$ cat config.mk
export PLATFORM = sky130hd
export DESIGN_NAME = level_meter_hold
export DESIGN_NICKNAME = d
export VERILOG_FILES = /design/src/rtl/meter_pkg.sv /design/src/rtl/meter_tick_gen.sv /design/src/rtl/level_meter_hold.sv
export SDC_FILE = /design/constraint.sdc
export NUM_CORES = 1
export LEC_CHECK = 0
export ABC_CLOCK_PERIOD_IN_PS = 2350
export CAP_MARGIN = 20
export CELL_PAD_IN_SITES_DETAIL_PLACEMENT = 1
export CELL_PAD_IN_SITES_GLOBAL_PLACEMENT = 1
export CORE_UTILIZATION = 36
export CTS_CLUSTER_SIZE = 14
export DETAILED_ROUTE_END_ITERATION = 10
export PLACE_DENSITY = 0.77
export SLEW_MARGIN = 30
export SYNTH_ARGS = -nofsm -noshare
export SYNTH_HDL_FRONTEND = slang
export SYNTH_HIERARCHICAL = 1
export SYNTH_SLANG_ARGS = --single-unit
$ cat constraint.sdc
create_clock -name clk -period 2.35 [get_ports clk]
set_input_delay 0.47 -clock clk [delete_from_list [all_inputs] [get_ports clk]]
set_output_delay 0.47 -clock clk [all_outputs]
set_load 0.02 [all_outputs]
$ cat src/rtl/meter_pkg.sv
// Shared definitions for the microphone level meter: level/LED widths,
// the peak-marker FSM state encoding and the bar-graph thermometer encoder.
package meter_pkg;

    localparam int LEVEL_W = 4;
    localparam int LED_W   = 16;   // one LED per representable level

    // Peak-marker FSM states
    typedef enum logic [1:0] {
        PK_IDLE = 2'd0,
        PK_HOLD = 2'd1,
        PK_FALL = 2'd2
    } peak_state_e;

    // Thermometer code: bit i is lit when i is below the level, so level 0
    // lights nothing and level 15 lights bits 14..0.
    function automatic logic [LED_W-1:0] thermo_encode(input logic [LEVEL_W-1:0] lvl);
        logic [LED_W-1:0] t;
        t = '0;
        for (int i = 0; i < LED_W; i++) begin
            t[i] = (i < int'(lvl));
        end
        return t;
    endfunction

endpackage

$ cat src/rtl/meter_tick_gen.sv
// Free-running decay timebase: counts 0..DECAY_TICKS-1 and raises tick for
// the single cycle in which the count sits at its last value.
module meter_tick_gen #(
    parameter int DECAY_TICKS = 2000
) (
    input  logic clk,
    input  logic rst,
    output logic tick
);

    localparam int                CNT_W    = $clog2(DECAY_TICKS);
    localparam logic [CNT_W-1:0]  CNT_LAST = CNT_W'(DECAY_TICKS - 1);

    logic [CNT_W-1:0] cnt_reg;

    // Wrapping counter; never restarted by level strobes
    always_ff @(posedge clk) begin
        if (rst) begin
            cnt_reg <= '0;
        end else if (cnt_reg == CNT_LAST) begin
            cnt_reg <= '0;
        end else begin
            cnt_reg <= cnt_reg + 1'b1;
        end
    end

    assign tick = (cnt_reg == CNT_LAST);

endmodule

$ cat src/rtl/level_meter_hold.sv
// LED bar-graph meter with instant attack, linear timed decay and an
// optional peak-hold marker.
// Build option: define METER_PEAK_HOLD_EN to include the peak FSM, hold
// counter and LED marker; without it the peak outputs simply mirror the bar.
module level_meter_hold
    import meter_pkg::*;
#(
    parameter int DECAY_TICKS = 2000,
    parameter int HOLD_TICKS  = 20000
) (
    input  logic               clk,
    input  logic               rst,
    input  logic [LEVEL_W-1:0] level_in,
    input  logic               level_valid,
    output logic [LED_W-1:0]   led,
    output logic [LEVEL_W-1:0] disp_level,
    output logic [LEVEL_W-1:0] peak_level,
    output logic               peak_active
);

    logic               tick;
    logic [LEVEL_W-1:0] disp_reg;
    logic [LEVEL_W-1:0] disp_next;
    logic [LED_W-1:0]   marker;
    logic [LED_W-1:0]   led_reg;

    meter_tick_gen #(
        .DECAY_TICKS(DECAY_TICKS)
    ) u_tick_gen (
        .clk (clk),
        .rst (rst),
        .tick(tick)
    );

    // Bar height: a louder-or-equal strobe jumps straight up, otherwise the
    // bar only ever comes down one step per decay tick, stopping at zero.
    always_comb begin
        disp_next = disp_reg;
        if (level_valid && (level_in >= disp_reg)) begin
            disp_next = level_in;
        end else if (tick && (disp_reg != '0)) begin
            disp_next = disp_reg - 1'b1;
        end
    end

    // Bar register
    always_ff @(posedge clk) begin
        if (rst) begin
            disp_reg <= '0;
        end else begin
            disp_reg <= disp_next;
        end
    end

`ifdef METER_PEAK_HOLD_EN
    localparam int                 HOLD_W      = (HOLD_TICKS > 1) ? $clog2(HOLD_TICKS) : 1;
    localparam logic [HOLD_W-1:0]  HOLD_RELOAD = HOLD_W'(HOLD_TICKS - 1);

    localparam logic [1:0] ST_IDLE = PK_IDLE;
    localparam logic [1:0] ST_HOLD = PK_HOLD;
    localparam logic [1:0] ST_FALL = PK_FALL;

    logic [1:0]         state_reg;
    logic [1:0]         state_next;
    logic [HOLD_W-1:0]  hold_reg;
    logic [HOLD_W-1:0]  hold_next;
    logic [LEVEL_W-1:0] peak_reg;
    logic [LEVEL_W-1:0] peak_next;
    logic               peak_active_reg;

    // Peak FSM: a new maximum always (re)starts the hold, even over a decay
    // tick; after the hold expires the marker falls one step per tick until
    // it meets the bar, then it rides on the bar again.
    always_comb begin
        state_next = state_reg;
        hold_next  = hold_reg;
        peak_next  = peak_reg;
        if (level_valid && (level_in > peak_reg)) begin
            peak_next  = level_in;
            hold_next  = HOLD_RELOAD;
            state_next = ST_HOLD;
        end else begin
            case (state_reg)
                ST_HOLD: begin
                    if (level_valid && (level_in == peak_reg) && (level_in != '0)) begin
                        hold_next = HOLD_RELOAD;
                    end else if (hold_reg == '0) begin
                        state_next = ST_FALL;
                    end else begin
                        hold_next = hold_reg - 1'b1;
                    end
                end
                ST_FALL: begin
                    if (tick) begin
                        // The zero guard keeps the decrement from wrapping
                        if ((peak_reg == '0) || ((peak_reg - 1'b1) <= disp_next)) begin
                            peak_next  = disp_next;
                            state_next = ST_IDLE;
                        end else begin
                            peak_next = peak_reg - 1'b1;
                        end
                    end
                end
                default: begin
                    peak_next  = disp_next;
                    state_next = ST_IDLE;
                end
            endcase
        end
    end

    // Peak FSM registers; peak_active is registered alongside the state
    always_ff @(posedge clk) begin
        if (rst) begin
            state_reg       <= ST_IDLE;
            hold_reg        <= '0;
            peak_reg        <= '0;
            peak_active_reg <= 1'b0;
        end else begin
            state_reg       <= state_next;
            hold_reg        <= hold_next;
            peak_reg        <= peak_next;
            peak_active_reg <= (state_next != ST_IDLE);
        end
    end

    // One-hot marker at the peak position, only while the marker is live
    for (genvar gi = 0; gi < LED_W; gi++) begin : g_marker
        assign marker[gi] = peak_active_reg && (peak_reg == LEVEL_W'(gi));
    end

    assign peak_level  = peak_reg;
    assign peak_active = peak_active_reg;
`else
    // Bar-only build: the peak outputs follow the bar and no marker is drawn
    assign marker      = '0;
    assign peak_level  = disp_reg;
    assign peak_active = 1'b0;
`endif

    // LED image, one cycle behind the bar/peak registers
    always_ff @(posedge clk) begin
        if (rst) begin
            led_reg <= '0;
        end else begin
            led_reg <= thermo_encode(disp_reg) | marker;
        end
    end

    assign led        = led_reg;
    assign disp_level = disp_reg;

endmodule

Fig. 1: the metal 1 layer
Scale bar: 20 um. Supply wires on this layer in grey.
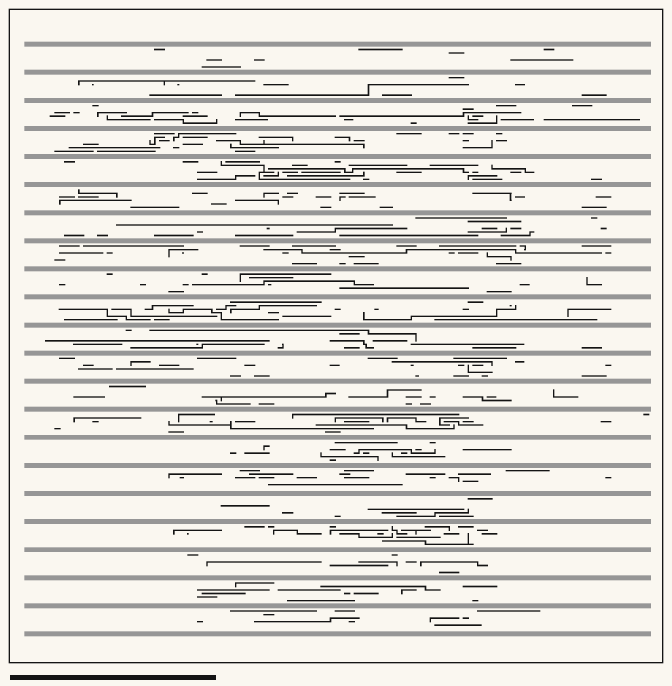
- share of all routed wire: 43%
- nets with wire on the layer: 157
- wire length on this layer: 1290 um
- main direction: horizontal
met1 track demand over resource in global routing: 0.184
total routed wirelength: 2990 um
Via Count: 1071

==> Implementation_results.wiki <==
== Run summary ==
{| class="wikitable"
! Metric !! Value
|-
| Status || finished clean
|-
| Setup slack, reg-to-reg || 0.33 ns
|-
| Cell count after synthesis || 143
|-
| Share of async-settable or async-resettable flops after synthesis || 0
|-
| Share of total power in combinational logic || 0.144
|-
| Violation tally from detailed-route iteration zero || 30
|-
| Met3 wirelength from detailed routing || 124 um
|-
| R2r startpoint || u_tick_gen/cnt_reg[0]$_SDFF_PP0_
|-
| Cell types occupying the most area after synthesis || sky130_fd_sc_hd__dfxtp_1 45%, sky130_fd_sc_hd__ha_1 8.4%, sky130_fd_sc_hd__nor2_1 7.0%
|-
| Via count of the first global-routing pass || 1120
|-
| Top cell type by total area after synthesis || sky130_fd_sc_hd__dfxtp_1
|-
| Dominant synthesized flop cell || sky130_fd_sc_hd__dfxtp_1
|-
| Largest net degree at the start of global routing || 13
|-
| Power of the sequential group || 0.561 mW
|-
| Share of post-route cells with drive strength above 1 || 0.126
|-
| Fmax achieved || 491 MHz
|-
| Most numerous cell types in the synthesized netlist || 30 x sky130_fd_sc_hd__dfxtp_1, 25 x sky130_fd_sc_hd__nor2_1, 9 x sky130_fd_sc_hd__a21oi_1, 9 x sky130_fd_sc_hd__ha_1, 7 x sky130_fd_sc_hd__nand2_1
|-
| Overflow left after global routing || 0
|-
| Leakage power figure || 0.672 nW
|-
| Hold-fix buffer count after cts || 0
|-
| Global placer's final weighted congestion || 0.746
|-
| MaxCap Viol Count || 0
|-
| Clk_lat worst skew || 0.29 ns
|-
| Wl on met1 || 1290 um
|-
| Levels on crit path || 8
|-
| Transition time of the tightest slew-check pin || between 0.5 and 0.6 ns
|-
| Post-synthesis adder-cell area fraction || 0.0836
|-
| Terminating pin of the worst hold path || u_tick_gen/cnt_reg[0]$_SDFF_PP0_
|-
| Final nets || 189
|-
| Min-delay worst type || reg -> reg
|-
| CP max stage delay || 0.45 ns
|-
| Top area contributor share || 0.446
|-
| Count of library flops with an enable pin || 0
|-
| Average footprint of a synthesized cell || roughly 9.4 um^2
|-
| Start-to-end type of the worst setup path || in -> reg
|-
| Minimum period implied by the final worst setup slack || 2.04 ns
|-
| Switch share || 0.232
|-
| CTS root buffer || sky130_fd_sc_hd__clkbuf_8
|-
| Area of the multi-input gates || 662 um^2
|-
| DP Wirelength || 2330 um
|-
| Number of remaining DRC errors || 0
|-
| Top pwr grp || the clock network
|-
| Inst Count DP || 212
|-
| Die height || 63.2 um
|-
| Cell count in the Yosys report || 143
|-
| Post-layout worst setup margin || roughly 0.31 ns
|-
| XOR/XNOR share of the synthesized area || 0.0455
|-
| Total combinational power || 0.202 mW
|-
| Die Wd || 63.2 um
|-
| Cell count of the worst hold path || 1
|-
| Busiest layer in global routing || met2
|-
| Total iterations of the first detailed-routing run || 4
|-
| Share of synthesized area spent on multiplexers || 0.0381
|-
| Type of element capturing the critical path || register
|-
| Number of warning messages in the yosys log || 6
|-
| Wire length of the first global-routing pass || 5130 um
|-
| Layout Cells excl Fill || 220
|-
| Max stage delay cell, worst path || sky130_fd_sc_hd__clkdlybuf4s50_1
|-
| OpenROAD warning count || 29
|-
| Critical path cell sequence || clkdlybuf4s50_1 > inv_1 > ha_1 > nand2b_4 > a2111oi_4 > nor3_4 > mux2i_1 > nor2_1
|-
| Clock network power share || 0.458
|-
| Area of the synthesized netlist per yosys stat || around 1300 um^2
|-
| Start point of the worst min-delay path || u_tick_gen/cnt_reg[0]$_SDFF_PP0_
|-
| Detailed route wirelength on metal2 || 1520 um
|-
| Initial antenna violation count || 0
|-
| Commonest cells after routing, fill and taps aside || 30 x sky130_fd_sc_hd__dfxtp_1, 29 x sky130_fd_sc_hd__clkdlybuf4s50_1, 25 x sky130_fd_sc_hd__nor2_1
|-
| Power density of the placed cells || between 700 and 800 nW/um^2
|-
| Buffers plus inverters on the worst setup path || 2
|-
| Global routing usage summed across all routing layers || 0.172
|-
| Power Internal || 1.08 mW
|-
| Max Clock Skew || 0.00845 ns
|-
| Number of failing setup endpoints in the final timing report || 0
|-
| Max Slew Vio Count || 0
|-
| Post-Synth AOI/OAI Area || 0.122
|-
| Post-layout period usage || 0.867
|-
| Mapped Area || 1350 um^2
|-
| Worst setup startpoint || level_in[0]
|-
| TritonCTS clock tree || done
|-
| Number of filler cells placed in the layout || about 430
|-
| CTS Sinks || 30
|-
| Sequential cell area || between 600 and 700 um^2
|-
| Max VDD drop || between 200 and 300 uV
|-
| Final Hold Fails || 0
|-
| Core Box Area || ~3500 um^2
|-
| Remaining antenna violation count || 0
|-
| Most frequent cell after synthesis || sky130_fd_sc_hd__dfxtp_1
|-
| Capture instance of the worst register-to-register path || disp_level[3]$_SDFFE_PP0P_
|-
| Max clock buf depth || 2
|-
| H-tree level count || 2
|-
| Part of the total power dissipated in sequential elements || 0.398
|-
| Flip-flop count of the largest register, all copies and words added || 15
|-
| Number of CTS-inserted buffers || 5
|-
| Std-Cell Rows || 21
|-
| Number of antenna cells inserted || 0
|-
| Ports || 32
|-
| Total Power || 1.41 mW
|-
| Vias/cell || a little under 5
|-
| Placement Setup Slack || roughly 0.023 ns
|-
| Total Neg Setup Slack || 0 ns
|-
| Power consumed by the clock network || ~0.64 mW
|-
| Kind of start point of the critical path || primary input
|-
| Number of buffer cells added on primary ports || 29
|-
| CP Capture Point || disp_level[2]$_SDFFE_PP0P_
|-
| Post-CTS sizing || 0
|-
| CP delay by family, top || buffers and inverters
|-
| Area growth from synthesis to final layout || 33.3%
|-
| Rel. slew slack || 0.640
|-
| Yosys reg bits || 30
|-
| Uppermost layer routed || met4
|-
| Starting density of the core || 0.388
|-
| Critical Path Fanout Max || 5
|-
| Data arrival time of the critical path || 2.20 ns
|-
| Number of library cell types mapped by synthesis || 38
|-
| Dominant comb cell || simple AND/OR/NAND/NOR gates
|-
| Drt wl/cell || 13.6 um
|-
| Depth of the most critical reg-to-reg path || 8
|-
| Data required time at the worst endpoint || 2.51 ns
|-
| Psw || 0.327 mW
|-
| Top cell excl fill/tap || sky130_fd_sc_hd__dfxtp_1
|-
| Met3 usage in global routing || 0.0670
|-
| Clock-pin slew reported for the worst setup and hold paths after clock tree synthesis || roughly 0.070 ns
|-
| Seq share, synth || 0.446
|-
| RSZ-0062 raised after global routing || no
|-
| Total setup buffers inserted after CTS || 0
|-
| Simple share || 0.197
|-
| Overall chip area || 3990 um^2
|}
Fig. 2: metal 2
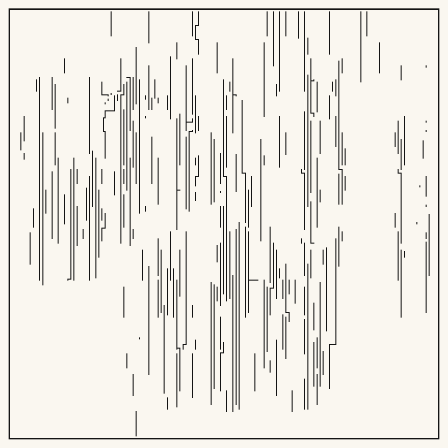
- main direction: vertical
- nets with wire on the layer: 164
- wire length on this layer: 1520 um
- longest straight run: 29.9 um
M2 GR Usage: 0.301

stage by stage:
step	hold slack, ns	cell area (um^2)	util
final	0.483	1790	0.517
after CTS	0.491	1790	0.517
after detailed placement	0.474	1650	0.476
after global placement	0.442	1650	0.476
after floorplan	0.430	1350	-
after global routing	0.513	1790	0.517
cell type report:
cell class / instances / area share
Timing Repair Buffer: 30 / 0.166
Clock buffer: 6 / 0.0460
Multi-Input combinational cell: 97 / 0.369
Sequential cell: 30 / 0.335
Inverter: 9 / 0.0188
Clock inverter: 2 / 0.0335
Tap cell: 46 / 0.0321
Power figures rest on the tool's default switching activity, not on a simulated workload.
